===== config.mk =====
export PLATFORM = sky130hd
export DESIGN_NAME = mem_stage_lsu_flat
export DESIGN_NICKNAME = d
export VERILOG_FILES = /design/src/rtl/mem_stage_lsu_if.sv /design/src/rtl/mem_stage_lsu.sv /design/src/flat_wrapper.sv
export SDC_FILE = /design/constraint.sdc
export NUM_CORES = 1
export LEC_CHECK = 0
export ABC_AREA = 1
export CAP_MARGIN = 15
export CORE_MARGIN = 5
export CORE_UTILIZATION = 40
export CTS_BUF_LIST = sky130_fd_sc_hd__clkbuf_4 sky130_fd_sc_hd__clkbuf_8 sky130_fd_sc_hd__clkbuf_16
export DETAILED_ROUTE_END_ITERATION = 10
export PLACE_DENSITY = 0.78
export SLEW_MARGIN = 10
export SYNTH_ARGS = -nofsm -noshare
export SYNTH_HDL_FRONTEND = slang
export SYNTH_SLANG_ARGS = --single-unit

===== constraint.sdc =====
create_clock -name clk -period 1.7 [get_ports clk]
set_input_delay 0.34 -clock clk [delete_from_list [all_inputs] [get_ports clk]]
set_output_delay 0.34 -clock clk [all_outputs]
set_load 0.01 [all_outputs]

===== src/rtl/mem_stage_lsu_if.sv =====
// Bridge bus between the M-stage load/store unit and the data-side peripherals.
// One req/ack transaction at a time; the LSU is the master.
`timescale 1ns/1ps
interface mem_stage_lsu_if;
  logic        bus_req;
  logic        bus_we;
  logic [31:0] bus_addr;
  logic [3:0]  bus_be;
  logic [31:0] bus_wdata;
  logic        bus_ack;
  logic [31:0] bus_rdata;

  modport master (
    output bus_req, bus_we, bus_addr, bus_be, bus_wdata,
    input  bus_ack, bus_rdata
  );

  modport slave (
    input  bus_req, bus_we, bus_addr, bus_be, bus_wdata,
    output bus_ack, bus_rdata
  );
endinterface


===== src/rtl/mem_stage_lsu.sv =====
// M-stage load/store unit: address exception check, one bus transaction per access,
// load extension, and pipeline stall until the access resolves.
`timescale 1ns/1ps
module mem_stage_lsu #(
  parameter int unsigned TIMEOUT  = 16,
  parameter logic [31:0] DM_TOP   = 32'h2FFF,
  parameter logic [31:0] TC0_BASE = 32'h7F00,
  parameter logic [31:0] TC1_BASE = 32'h7F10
) (
  input  logic             clk,
  input  logic             reset,
  input  logic [3:0]       m_op,
  input  logic [31:0]      m_addr,
  input  logic             m_ov,
  input  logic [31:0]      m_wdata,
  input  logic             flush,
  mem_stage_lsu_if.master  bus,
  output logic             stall,
  output logic [31:0]      ld_data,
  output logic             exc_valid,
  output logic [4:0]       exc_code
);

  localparam int CW = $clog2(TIMEOUT + 1);

  typedef enum logic [1:0] {S_IDLE, S_WAIT, S_HOLD} state_t;

  state_t      state_reg, state_next;
  logic [CW-1:0] cnt_reg;
  logic        kill_reg, dbe_reg;
  logic [3:0]  op_reg;
  logic [1:0]  lane_reg;
  logic [31:0] ld_data_reg;
  logic        bus_req_reg, bus_we_reg;
  logic [31:0] bus_addr_reg, bus_wdata_reg;
  logic [3:0]  bus_be_reg;

  logic op_valid, is_load, is_word, is_half, is_byte;
  logic in_dm, in_tc, is_cnt, addr_err;
  logic [3:0]  be_next;
  logic [31:0] wdata_next, ld_ext;
  logic accept, finish, timed_out;

  // Address decode for the instruction currently in M.
  always_comb begin
    op_valid = (m_op >= 4'd1) && (m_op <= 4'd8);
    is_load  = (m_op >= 4'd1) && (m_op <= 4'd5);
    is_word  = (m_op == 4'd1) || (m_op == 4'd6);
    is_half  = (m_op == 4'd2) || (m_op == 4'd3) || (m_op == 4'd7);
    is_byte  = (m_op == 4'd4) || (m_op == 4'd5) || (m_op == 4'd8);
    in_dm    = m_addr <= DM_TOP;
    in_tc    = ((m_addr >= TC0_BASE) && (m_addr <= TC0_BASE + 32'hB)) ||
               ((m_addr >= TC1_BASE) && (m_addr <= TC1_BASE + 32'hB));
    is_cnt   = (m_addr == TC0_BASE + 32'h8) || (m_addr == TC1_BASE + 32'h8);
    addr_err = m_ov
             | (is_word & (m_addr[1:0] != 2'b00))
             | (is_half & m_addr[0])
             | ~(in_dm | in_tc)
             | (in_tc & ~is_word)
             | (~is_load & is_cnt);
  end

  // Lane placement; loads use the same enables to mark the lanes they read.
  always_comb begin
    be_next    = 4'b1111;
    wdata_next = m_wdata;
    if (is_half) begin
      be_next    = m_addr[1] ? 4'b1100 : 4'b0011;
      wdata_next = {2{m_wdata[15:0]}};
    end else if (is_byte) begin
      be_next    = 4'b0001 << m_addr[1:0];
      wdata_next = {4{m_wdata[7:0]}};
    end
  end

  always_comb begin
    logic [7:0]  byte_v;
    logic [15:0] half_v;
    byte_v = bus.bus_rdata[8*lane_reg +: 8];
    half_v = lane_reg[1] ? bus.bus_rdata[31:16] : bus.bus_rdata[15:0];
    ld_ext = bus.bus_rdata;
    case (op_reg)
      4'd2:    ld_ext = {{16{half_v[15]}}, half_v};
      4'd3:    ld_ext = {16'h0000, half_v};
      4'd4:    ld_ext = {{24{byte_v[7]}}, byte_v};
      4'd5:    ld_ext = {24'h000000, byte_v};
      default: ld_ext = bus.bus_rdata;
    endcase
  end

  always_comb begin
    state_next = state_reg;
    stall      = 1'b0;
    exc_valid  = 1'b0;
    exc_code   = 5'd0;
    accept     = 1'b0;
    finish     = 1'b0;
    timed_out  = 1'b0;
    case (state_reg)
      S_IDLE: begin
        if (op_valid && !flush) begin
          if (addr_err) begin
            exc_valid = 1'b1;
            exc_code  = is_load ? 5'd4 : 5'd5;
          end else begin
            stall      = 1'b1;
            accept     = 1'b1;
            state_next = S_WAIT;
          end
        end
      end
      S_WAIT: begin
        stall = 1'b1;
        if (bus.bus_ack) begin
          finish = 1'b1;
        end else if (cnt_reg == CW'(TIMEOUT - 1)) begin
          finish    = 1'b1;
          timed_out = 1'b1;
        end
        // A flushed access still completes on the bus but skips the result cycle.
        if (finish) state_next = (kill_reg || flush) ? S_IDLE : S_HOLD;
      end
      S_HOLD: begin
        state_next = S_IDLE;
        if (dbe_reg && !flush) begin
          exc_valid = 1'b1;
          exc_code  = 5'd7;
        end
      end
      default: state_next = S_IDLE;
    endcase
    if (reset) begin
      stall     = 1'b0;
      exc_valid = 1'b0;
      exc_code  = 5'd0;
    end
  end

  always_ff @(posedge clk) begin
    if (reset) begin
      state_reg     <= S_IDLE;
      cnt_reg       <= '0;
      kill_reg      <= 1'b0;
      dbe_reg       <= 1'b0;
      op_reg        <= 4'd0;
      lane_reg      <= 2'd0;
      ld_data_reg   <= 32'd0;
      bus_req_reg   <= 1'b0;
      bus_we_reg    <= 1'b0;
      bus_addr_reg  <= 32'd0;
      bus_be_reg    <= 4'd0;
      bus_wdata_reg <= 32'd0;
    end else begin
      state_reg <= state_next;
      if (accept) begin
        bus_req_reg   <= 1'b1;
        bus_we_reg    <= ~is_load;
        bus_addr_reg  <= {m_addr[31:2], 2'b00};
        bus_be_reg    <= be_next;
        bus_wdata_reg <= wdata_next;
        op_reg        <= m_op;
        lane_reg      <= m_addr[1:0];
        cnt_reg       <= '0;
        kill_reg      <= 1'b0;
        dbe_reg       <= 1'b0;
      end
      if (state_reg == S_WAIT) begin
        if (flush) kill_reg <= 1'b1;
        if (finish) begin
          bus_req_reg <= 1'b0;
          dbe_reg     <= timed_out & ~(kill_reg | flush);
          if (bus.bus_ack && !(kill_reg || flush) && (op_reg <= 4'd5))
            ld_data_reg <= ld_ext;
        end else if (cnt_reg != {CW{1'b1}}) begin
          cnt_reg <= cnt_reg + 1'b1;
        end
      end
      if (state_reg == S_HOLD) dbe_reg <= 1'b0;
    end
  end

  assign bus.bus_req   = bus_req_reg;
  assign bus.bus_we    = bus_we_reg;
  assign bus.bus_addr  = bus_addr_reg;
  assign bus.bus_be    = bus_be_reg;
  assign bus.bus_wdata = bus_wdata_reg;
  assign ld_data       = ld_data_reg;

endmodule

===== src/flat_wrapper.sv =====
// flat-port wrapper written by rule: the top's interface ports become plain ports
module mem_stage_lsu_flat 
#(
  parameter int unsigned TIMEOUT  = 16,
  parameter logic [31:0] DM_TOP   = 32'h2FFF,
  parameter logic [31:0] TC0_BASE = 32'h7F00,
  parameter logic [31:0] TC1_BASE = 32'h7F10
)
  (clk, reset, m_op, m_addr, m_ov, m_wdata, flush, stall, ld_data, exc_valid, exc_code, bus_bus_req, bus_bus_we, bus_bus_addr, bus_bus_be, bus_bus_wdata, bus_bus_ack, bus_bus_rdata);
  mem_stage_lsu_if bus_i ();
  input  logic clk;
  input  logic reset;
  input  logic [3:0] m_op;
  input  logic [31:0] m_addr;
  input  logic m_ov;
  input  logic [31:0] m_wdata;
  input  logic flush;
  output logic stall;
  output logic [31:0] ld_data;
  output logic exc_valid;
  output logic [4:0] exc_code;
  output wire logic [$bits(bus_i.bus_req)-1:0] bus_bus_req;
  output wire logic [$bits(bus_i.bus_we)-1:0] bus_bus_we;
  output wire logic [$bits(bus_i.bus_addr)-1:0] bus_bus_addr;
  output wire logic [$bits(bus_i.bus_be)-1:0] bus_bus_be;
  output wire logic [$bits(bus_i.bus_wdata)-1:0] bus_bus_wdata;
  input wire logic [$bits(bus_i.bus_ack)-1:0] bus_bus_ack;
  input wire logic [$bits(bus_i.bus_rdata)-1:0] bus_bus_rdata;
  assign bus_bus_req = bus_i.bus_req;
  assign bus_bus_we = bus_i.bus_we;
  assign bus_bus_addr = bus_i.bus_addr;
  assign bus_bus_be = bus_i.bus_be;
  assign bus_bus_wdata = bus_i.bus_wdata;
  assign bus_i.bus_ack = bus_bus_ack;
  assign bus_i.bus_rdata = bus_bus_rdata;
  mem_stage_lsu #(.TIMEOUT(TIMEOUT), .DM_TOP(DM_TOP), .TC0_BASE(TC0_BASE), .TC1_BASE(TC1_BASE)) u_core (.clk(clk), .reset(reset), .m_op(m_op), .m_addr(m_addr), .m_ov(m_ov), .m_wdata(m_wdata), .flush(flush), .bus(bus_i), .stall(stall), .ld_data(ld_data), .exc_valid(exc_valid), .exc_code(exc_code));
endmodule

Figure 1. Routed metal per tile.
The die is cut into 25 by 25 equal tiles; dark blue is low, red is high, scaled to the fullest tile. Values are wire area over tile area, all layers added.
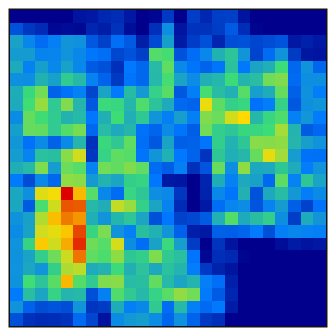
12% of the tiles are nearly empty. The fullest tile reaches 0.66. The emptiest ninth of the die: lower right. The mean over all tiles is 0.20. 17% of the tiles are over half the peak.
vias after detailed routing: 6218
Total Routed Length: 18920 um
routed length per placed instance: 14.89 um
global-route usage over all layers: 22.57%

Figure 2. Cells coloured by class.
Fill, decap, tap and diode cells in grey.
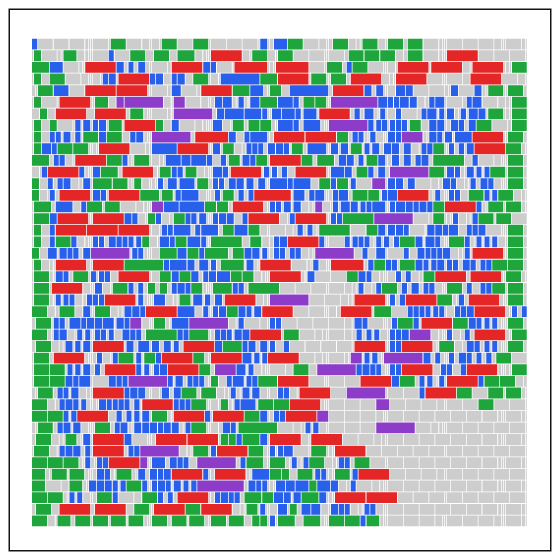
Purple stands for clock drivers and dummy loads, cells 32. Blue stands for remaining logic cells, cells 666. Red stands for sequential cells, cells 115. Green stands for remaining buffers and delay cells, cells 281.

Figure 3. Cell outlines without signal wires.
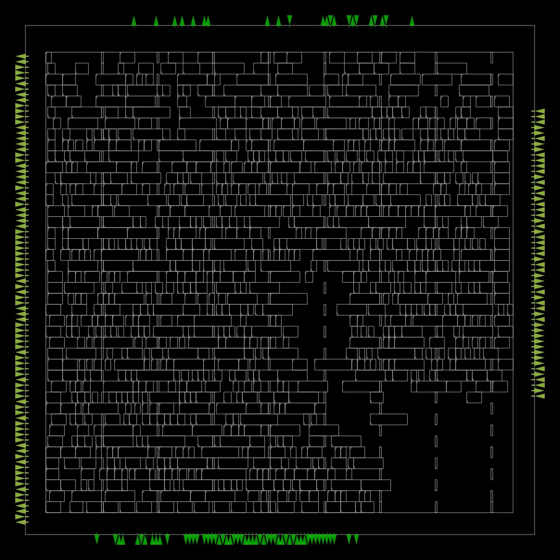
Std-Cell Rows: 42
tapcell count: 176

## synthesized netlist by cell type (2+ instances only)
cell	number
o21ai_1	15
or2_2	5
a31oi_1	9
buf_6	2
nand2_1	89
buf_1	2
or2_0	2
inv_1	104
nor2_2	3
ha_1	3
nor3_1	2
nand2_2	2
a21oi_1	34
inv_2	4
dfxtp_1	115
nand3_1	33
nor2_1	225
clkbuf_1	23
buf_2	13
o21ai_0	114
nand4_1	3
o211ai_1	5
buf_4	5
## worst reg2reg max path, cell delays in order, from the launching register on
cell	delay, ns
dfxtp_2	0.33
ha_4	0.16
and3_4	0.16
ha_4	0.17
nor2_4	0.10
inv_2	0.06
nor2_4	0.10
inv_2	0.05
nor2_4	0.10
nand4_1	0.11
a21oi_1	0.16
o21ai_1	0.07
nor2_1	0.08
==> metrics.json <==
{
  "outcome": {
    "status": "finished with violations",
    "violated_checks": "negative setup slack"
  },
  "power_and_ir_drop": {
    "comb_power_mw": 0.647,
    "share_comb_of_total_power_pct": 9.4,
    "p_leak_nw": 4.121,
    "net-switching-power_mw": 1.589,
    "power.switching_fraction_pct": 23.08,
    "powerSeq_mw": 2.69,
    "overall_power_mw": 6.888,
    "power.group.top": "the clock network"
  },
  "layout": {
    "final_cells": 1270,
    "numSequentialCells": 115,
    "clockNetworkAreaShare_pct": 6.677,
    "drive_above_1_share_pct": 20.38,
    "finalCoreUtilization_pct": 67.50,
    "clkbuf_count": 20
  },
  "synth": {
    "synth.top_cell.area_share_pct": 42.55,
    "combined_area_of_all_synthesized_cells_mm2": 0.005410,
    "fa_ha_area_share_pct": 0.6938
  },
  "clocking": {
    "tritoncts.num_buffers": 17,
    "cts_htree_levels": 4,
    "tritoncts_num_sinks": 115,
    "post_cts_resized": 182,
    "clkLatencyLatePin_ns": 0.41,
    "clk_root_buffer_cell": "clkbuf_16"
  },
  "critical_path": {
    "ff2ff_path_depth": 12,
    "worst-path-buf-inv": 2,
    "critical_path.startpoint": "m_addr[17]",
    "critical_path.endpoint_type": "output port",
    "timing.setup.critical_path_class": "input port to output port"
  },
  "flow_run": {
    "maxCapViolations": 0
  },
  "place": {
    "place_congestion": 0.9237,
    "dpl_worst_slack_ns": -1.083
  },
  "global_routing": {
    "initial_antenna_violation_count": 0,
    "grt_max_degree": 54,
    "globalRouteMet1Util_pct": 25.80,
    "number_of_global_route_vias_before_repair": 5864
  },
  "drt": {
    "dr.max_layer_used": "met4",
    "remaining_drc_errors": 0,
    "route.layer.met1.wl_um": 7304
  },
  "final_timing": {
    "hold_viol": 0,
    "final_critical_path_setup_slack_ns": -0.1829,
    "setup_violations_final": 5
  },
  "die": {
    "dieHeight_um": 126.3
  },
  "worst_hold_path": {
    "worst_hold_path.endpoint": "u_core.bus.bus_addr[12]"
  }
}
